$ cat config.mk
export PLATFORM = sky130hd
export DESIGN_NAME = i2c_responder
export DESIGN_NICKNAME = d
export VERILOG_FILES = /design/src/rtl/i2c_responder.sv
export SDC_FILE = /design/constraint.sdc
export NUM_CORES = 1
export LEC_CHECK = 0
export CORE_MARGIN = 2
export CORE_UTILIZATION = 40
export DETAILED_ROUTE_END_ITERATION = 7
export HOLD_SLACK_MARGIN = 0.05
export SYNTH_ARGS = -nofsm -noshare
export SYNTH_HDL_FRONTEND = slang
export SYNTH_SLANG_ARGS = --single-unit
$ cat constraint.sdc
create_clock -name clk -period 2.58 [get_ports clk]
set_input_delay 0.516 -clock clk [delete_from_list [all_inputs] [get_ports clk]]
set_output_delay 0.516 -clock clk [all_outputs]
set_load 0.01 [all_outputs]
$ cat src/rtl/i2c_responder.sv
// i2c_responder: I2C target that matches a 7-bit address and moves bytes to/from local logic.
module i2c_responder #(
  parameter logic [6:0] SLAVE_ADDRESS = 7'h52,
  parameter int         SYNC_STAGES   = 2
) (
  input  logic       clk,
  input  logic       rst,
  input  logic       sclk,
  input  logic       sda_in,
  output logic       sda_out,
  input  logic [7:0] tx_data,
  output logic       tx_load,
  output logic [7:0] rx_data,
  output logic       rx_valid,
  output logic       rw,
  output logic       busy,
  output logic [2:0] state
);
  typedef enum logic [2:0] {IDLE, ADDR, ADDR_ACK, RX, RX_ACK, TX, TX_ACK, IGNORE} state_t;
  logic [SYNC_STAGES-1:0] scl_sync_q, scl_sync_d, sda_sync_q, sda_sync_d;
  logic scl_prev_q, scl_prev_d, sda_prev_q, sda_prev_d;
  logic scl_s, sda_s, scl_r, scl_f, start, stop;
  state_t state_q, state_d;
  logic [3:0] cnt_q, cnt_d;
  logic [7:0] shift_q, shift_d, tx_shift_q, tx_shift_d, rx_data_q, rx_data_d;
  logic rx_valid_q, rx_valid_d, tx_load_q, tx_load_d, rw_q, rw_d, busy_q, busy_d, sda_q, sda_d;
  assign scl_s = scl_sync_q[SYNC_STAGES-1];
  assign sda_s = sda_sync_q[SYNC_STAGES-1];
  assign scl_r = scl_s & ~scl_prev_q;
  assign scl_f = ~scl_s & scl_prev_q;
  assign start = scl_s & sda_prev_q & ~sda_s;
  assign stop  = scl_s & ~sda_prev_q & sda_s;
  assign sda_out  = sda_q;
  assign tx_load  = tx_load_q;
  assign rx_data  = rx_data_q;
  assign rx_valid = rx_valid_q;
  assign rw       = rw_q;
  assign busy     = busy_q;
  assign state    = state_q;
  always_comb begin
    scl_sync_d = {scl_sync_q[SYNC_STAGES-2:0], sclk};
    sda_sync_d = {sda_sync_q[SYNC_STAGES-2:0], sda_in};
    scl_prev_d = scl_s;
    sda_prev_d = sda_s;
    state_d    = state_q;
    cnt_d      = cnt_q;
    shift_d    = shift_q;
    tx_shift_d = tx_shift_q;
    rx_data_d  = rx_data_q;
    rx_valid_d = 1'b0;
    tx_load_d  = 1'b0;
    rw_d       = rw_q;
    busy_d     = busy_q;
    sda_d      = sda_q;
    // Bus conditions outrank any scl edge seen in the same clk.
    if (stop) begin
      state_d = IDLE;
      sda_d   = 1'b1;
      busy_d  = 1'b0;
    end else if (start) begin
      state_d = ADDR;
      cnt_d   = 4'd0;
      sda_d   = 1'b1;
      busy_d  = 1'b0;
    end else begin
      case (state_q)
        ADDR, RX: begin
          if (scl_r) begin
            shift_d = {shift_q[6:0], sda_s};
            cnt_d   = cnt_q + 4'd1;
          end else if (scl_f && cnt_q == 4'd8) begin
            cnt_d = 4'd0;
            if (state_q == RX) begin
              rx_data_d  = shift_q;
              rx_valid_d = 1'b1;
              sda_d      = 1'b0;
              state_d    = RX_ACK;
            end else if (shift_q[7:1] == SLAVE_ADDRESS) begin
              sda_d   = 1'b0;
              rw_d    = shift_q[0];
              busy_d  = 1'b1;
              state_d = ADDR_ACK;
            end else begin
              state_d = IGNORE;
            end
          end
        end
        ADDR_ACK, TX_ACK: begin
          if (state_q == TX_ACK && scl_r) begin
            // cnt cleared marks a master ACK; NACK drops out immediately.
            cnt_d   = sda_s ? cnt_q : 4'd0;
            busy_d  = sda_s ? 1'b0 : busy_q;
            state_d = sda_s ? IGNORE : TX_ACK;
          end else if (scl_f && (state_q == ADDR_ACK || cnt_q == 4'd0)) begin
            if (state_q == ADDR_ACK && !rw_q) begin
              sda_d   = 1'b1;
              cnt_d   = 4'd0;
              state_d = RX;
            end else begin
              tx_load_d  = 1'b1;
              sda_d      = tx_data[7];
              tx_shift_d = {tx_data[6:0], 1'b1};
              cnt_d      = 4'd1;
              state_d    = TX;
            end
          end
        end
        RX_ACK: begin
          if (scl_f) begin
            sda_d   = 1'b1;
            cnt_d   = 4'd0;
            state_d = RX;
          end
        end
        TX: begin
          if (scl_f) begin
            sda_d      = (cnt_q == 4'd8) ? 1'b1 : tx_shift_q[7];
            tx_shift_d = {tx_shift_q[6:0], 1'b1};
            cnt_d      = cnt_q + 4'd1;
            state_d    = (cnt_q == 4'd8) ? TX_ACK : TX;
          end
        end
        IGNORE: sda_d = 1'b1;
        default: ;
      endcase
    end
  end
  always_ff @(posedge clk or negedge rst) begin
    if (!rst) begin
      scl_sync_q <= '1;
      sda_sync_q <= '1;
      scl_prev_q <= 1'b1;
      sda_prev_q <= 1'b1;
      state_q    <= IDLE;
      cnt_q      <= 4'd0;
      shift_q    <= 8'h00;
      tx_shift_q <= 8'hff;
      rx_data_q  <= 8'h00;
      rx_valid_q <= 1'b0;
      tx_load_q  <= 1'b0;
      rw_q       <= 1'b0;
      busy_q     <= 1'b0;
      sda_q      <= 1'b1;
    end else begin
      scl_sync_q <= scl_sync_d;
      sda_sync_q <= sda_sync_d;
      scl_prev_q <= scl_prev_d;
      sda_prev_q <= sda_prev_d;
      state_q    <= state_d;
      cnt_q      <= cnt_d;
      shift_q    <= shift_d;
      tx_shift_q <= tx_shift_d;
      rx_data_q  <= rx_data_d;
      rx_valid_q <= rx_valid_d;
      tx_load_q  <= tx_load_d;
      rw_q       <= rw_d;
      busy_q     <= busy_d;
      sda_q      <= sda_d;
    end
  end
endmodule

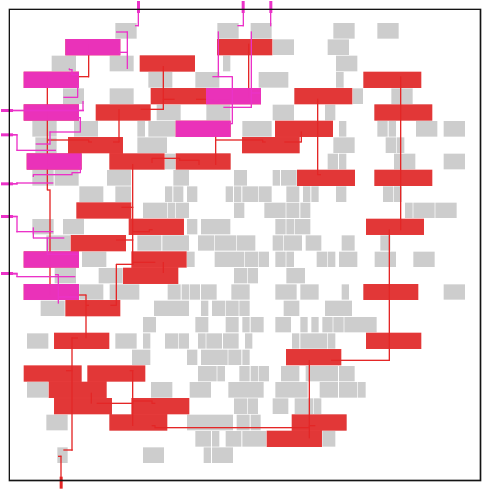
Fig. 1. Port wiring.
Drawn at 6 px/um.
`rx_data`: marked magenta, bits 8, direction output, edge 5 left, 3 top, end cells 8, buffers 8, wire 156 um. `rst`: marked red, bits 1, direction input, edge bottom, end cells 41, buffers 1, wire 326 um.
number of port buffers: 27
I/O pin count: 28

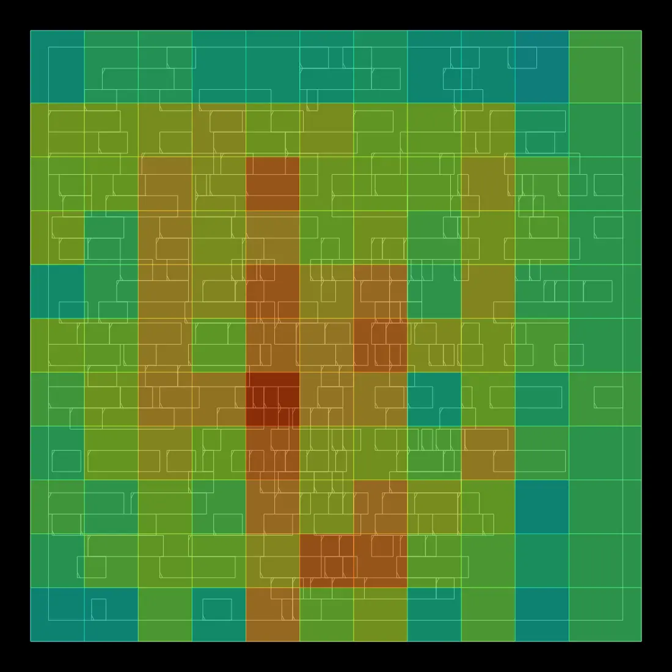
Fig. 2. Congestion heat map.
met1 demand-to-capacity share in global routing: 0.219
most used routing layer: met2
average routed wire per standard cell: 14.7 um

==> summary.log <==
qor: yosys.yosys.area_share.simple 0.156
qor: final_layout.layout.buffer.nonclock.area_share 0.110
qor: min_path.kind_of_path_behind_the_tightest_hold_check input port to asynchronous set/reset pin
qor: yosys.synth-compound-area-share 0.173
qor: global_route.antenna_found_initial 0
qor: critical_path.cp_num_buf_inv 1
qor: yosys.syn_area_per_cell 10.8 um2
qor: critical_path.worst_ep_arrival_time 1660 ps
qor: final_layout.seq-cell-share 0.398
qor: final_layout.final_core_util 0.485
qor: power.share_clk_of_total_power 0.187
qor: drt.routed_wirelength 4.47 mm
qor: floorplanning.design.core.area 5410 um2
qor: power.total_power 2350 uW
qor: critical_path.crit_slowest_cell dfrtp_1
qor: timing.timing_hold_violations_final 0
qor: final_layout.signal_buffers 30
qor: critical_path.worstPathRequired 2060 ps
qor: floorplanning.initial_utilization 0.408
qor: timing.max_slew.worst_pin.slew 900 ps
qor: critical_path.worst-r2r-setup-slack 510 ps
qor: place.pre_cts_ws 512 ps
qor: timing.total_count_of_max_transition_violations_in_the_final_report 0
qor: clock_network.number_of_buffers_inserted_during_clock_tree_synthesis 5
qor: power.cellLeakagePower 0.00116 uW
qor: clock_network.worst_setup_hold_path_clk_slew 80 ps
qor: yosys.post_synthesis_cell_type_with_the_largest_instance_count dfrtp_1
qor: final_layout.fillers 517
qor: critical_path.cp_max_fo 20
qor: timing.final.setup_skew 5.22 ps
qor: timing.maxSlewHeadroom 0.400
qor: yosys.yosys_register_bits 41
qor: power.powerDensity 898 nW/um2
qor: clock_network.postCtsSetupBuffers 0
qor: timing.fmaxAchievable 460 MHz
qor: final_layout.synthToLayoutAreaGrowth 18.8%
qor: timing.final_min_period_over_clock_period 0.842
qor: critical_path.path_cells clkdlybuf4s50_1
qor: clock_network.worstSkewPairLatency 290 ps
qor: power.dominant_power_group registers
qor: final_layout.comb_cells 145
qor: critical_path.worst-setup-path-type flip-flop to output port
qor: global_route.pin_count_of_the_biggest_net_entering_global_routing 42
qor: floorplanning.design.die.area 6130 um2
qor: critical_path.worst-path-stages 1
qor: yosys.yosys-stat-area 2210 um2
qor: clock_network.cts_hold_repair.buffers 0
qor: yosys.synth-edff-count 0
qor: clock_network.clock_path_buffers 2
qor: power.switching_share 0.358
qor: yosys.synth.area.top_cells dfrtp_1 (31%), dfstp_2 (17%), mux2_2 (9.7%), o21ai_0 (3.4%), nand2_1 (3.2%)
qor: yosys.flop_cell dfrtp_1
qor: power.pg_comb 869 uW
qor: power.power.ir.vdd_worst 465 uV
qor: yosys.yosys_instances 204
qor: final_layout.flops 41
qor: power.power_drawn_by_the_clock_network 441 uW
qor: yosys.synth_top_cell_by_area dfrtp_1
qor: yosys.share_of_synthesized_registers_carrying_an_async_set_or_reset 1.00
qor: global_route.first_global_vias 1555
qor: clock_network.cts_tree built
qor: yosys.cell_variety_after_synth 53
qor: final_layout.layout_clock_buffers 7
qor: critical_path.crit_end state[2]
qor: place.globalplace.congestion 0.841
qor: critical_path.crit-reg2reg-launch state[2]
qor: power.power_sequential 1040 uW
qor: critical_path.timing.rr.end rx_data[1]
qor: yosys.synth.cellmix.adderShare 0.0113
qor: yosys.synth-seq-area-share 0.473
qor: clock_network.postCtsResizedCells 0
qor: timing.rsz0062_at_grt no
qor: final_layout.clock_cell_area_share 0.0358
qor: floorplanning.die_height 78.3 um
qor: flow_run.tool_warnings 27
qor: global_route.grt_first_pass_wirelength 7.55 mm
qor: power.power.switching 843 uW
qor: final_layout.inv_count 8
qor: final_layout.layout.area.top_class logic gates
qor: timing.period_needed 2170 ps
qor: clock_network.cts-htree-levels 2
qor: timing.setup-tns-final 0 ps
qor: drt.ant_nets 0
qor: critical_path.timing.critical_path.from state[2]
qor: yosys.post_synth_mux_area_share 0.142
qor: yosys.fp_nets 218
qor: status.status finished clean
qor: timing.setup_viol_count_final 0
qor: place.hpwl 3.10 mm
qor: critical_path.critical_path.startpoint_type flip-flop
qor: timing.worst_slack 408 ps
qor: clock_network.root_buffer clkbuf_8
qor: yosys.count_of_synthesis_stage_warnings_from_yosys 0
qor: power.power.share.combinational 0.369
qor: drt.detail_route.first_pass.iterations 4
qor: floorplanning.tapcell.inserted 72
qor: yosys.yosys.area.top_type_share 0.306
qor: critical_path.critical_path.max_stage_delay 710 ps
qor: drt.vias 1638
qor: drt.via_per_inst 5.39
qor: final_layout.drive_gt1_frac 0.241
qor: global_route.grt_overflow 0
qor: critical_path.critPathTopFamily flip-flops
qor: critical_path.critPathCaptureType output port
qor: final_layout.finish.net_count 245
qor: final_layout.final_layout_top_logic_cells dfrtp_1 (27), clkdlybuf4s50_1 (26), nand2_1 (19), mux2_2 (19), o21ai_0 (15)
qor: yosys.syn-cell-area 2210 um2
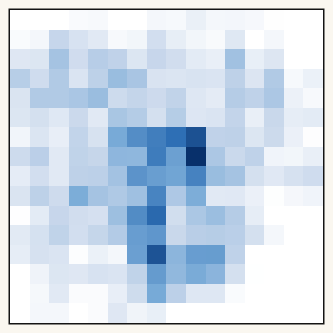
Fig. 3. Routed metal per tile.
Drawn at 4 px/um. 16 x 16 tiles, from white (low) to dark blue (high), scaled to the fullest tile. Values are wire area over tile area, all layers added.
The mean over all tiles is 0.11. 8.6% of the tiles are over half the peak. 18% of the tiles are nearly empty. The densest ninth of the die: centre.

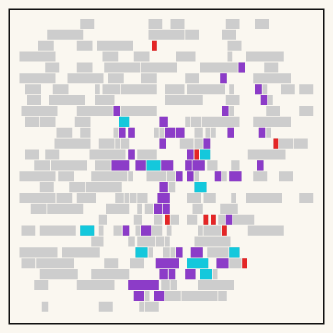
Fig. 4. Logic cells by family.
Drawn at 4 px/um.
aoi and oai cells: marked purple, cells 44. non-inverting ao/oa cells: marked cyan, cells 9. inv cells: marked red, cells 8.
filler-free cell count of the finished design: 304
combinational share of cell area: 0.411
most common library cell in the layout ignoring fill and taps: dfrtp_1

==> metrics by stage <==
step | instances | cell area [um2] | hold slack (ps)
after floorplan | 204 | 2210 | 220
after detailed placement | 296 | 2530 | 348
after global placement | 296 | 2530 | 346
after global routing | 304 | 2620 | 361
after CTS | 304 | 2620 | 360
final | 304 | 2620 | 350
==> routing by layer <==
layer,part of all wire,global-route usage
met4,0.0076,0.0421
met3,0.038,0.0368
met1,0.49,0.219
met5,0,0
met2,0.46,0.241
==> state kept, by name, indices dropped and copies added, names as in the netlist <==
signal	count
scl_prev_q	1
rx_valid	1
rw	1
busy	1
sda_sync_q	2
tx_load	1
shift_q	8
tx_shift_q	7
state	3
scl_sync_q	2
rx_data	8
cnt_q	4
sda_out	1
sda_prev_q	1
Power is estimated from default activity; no workload was simulated.
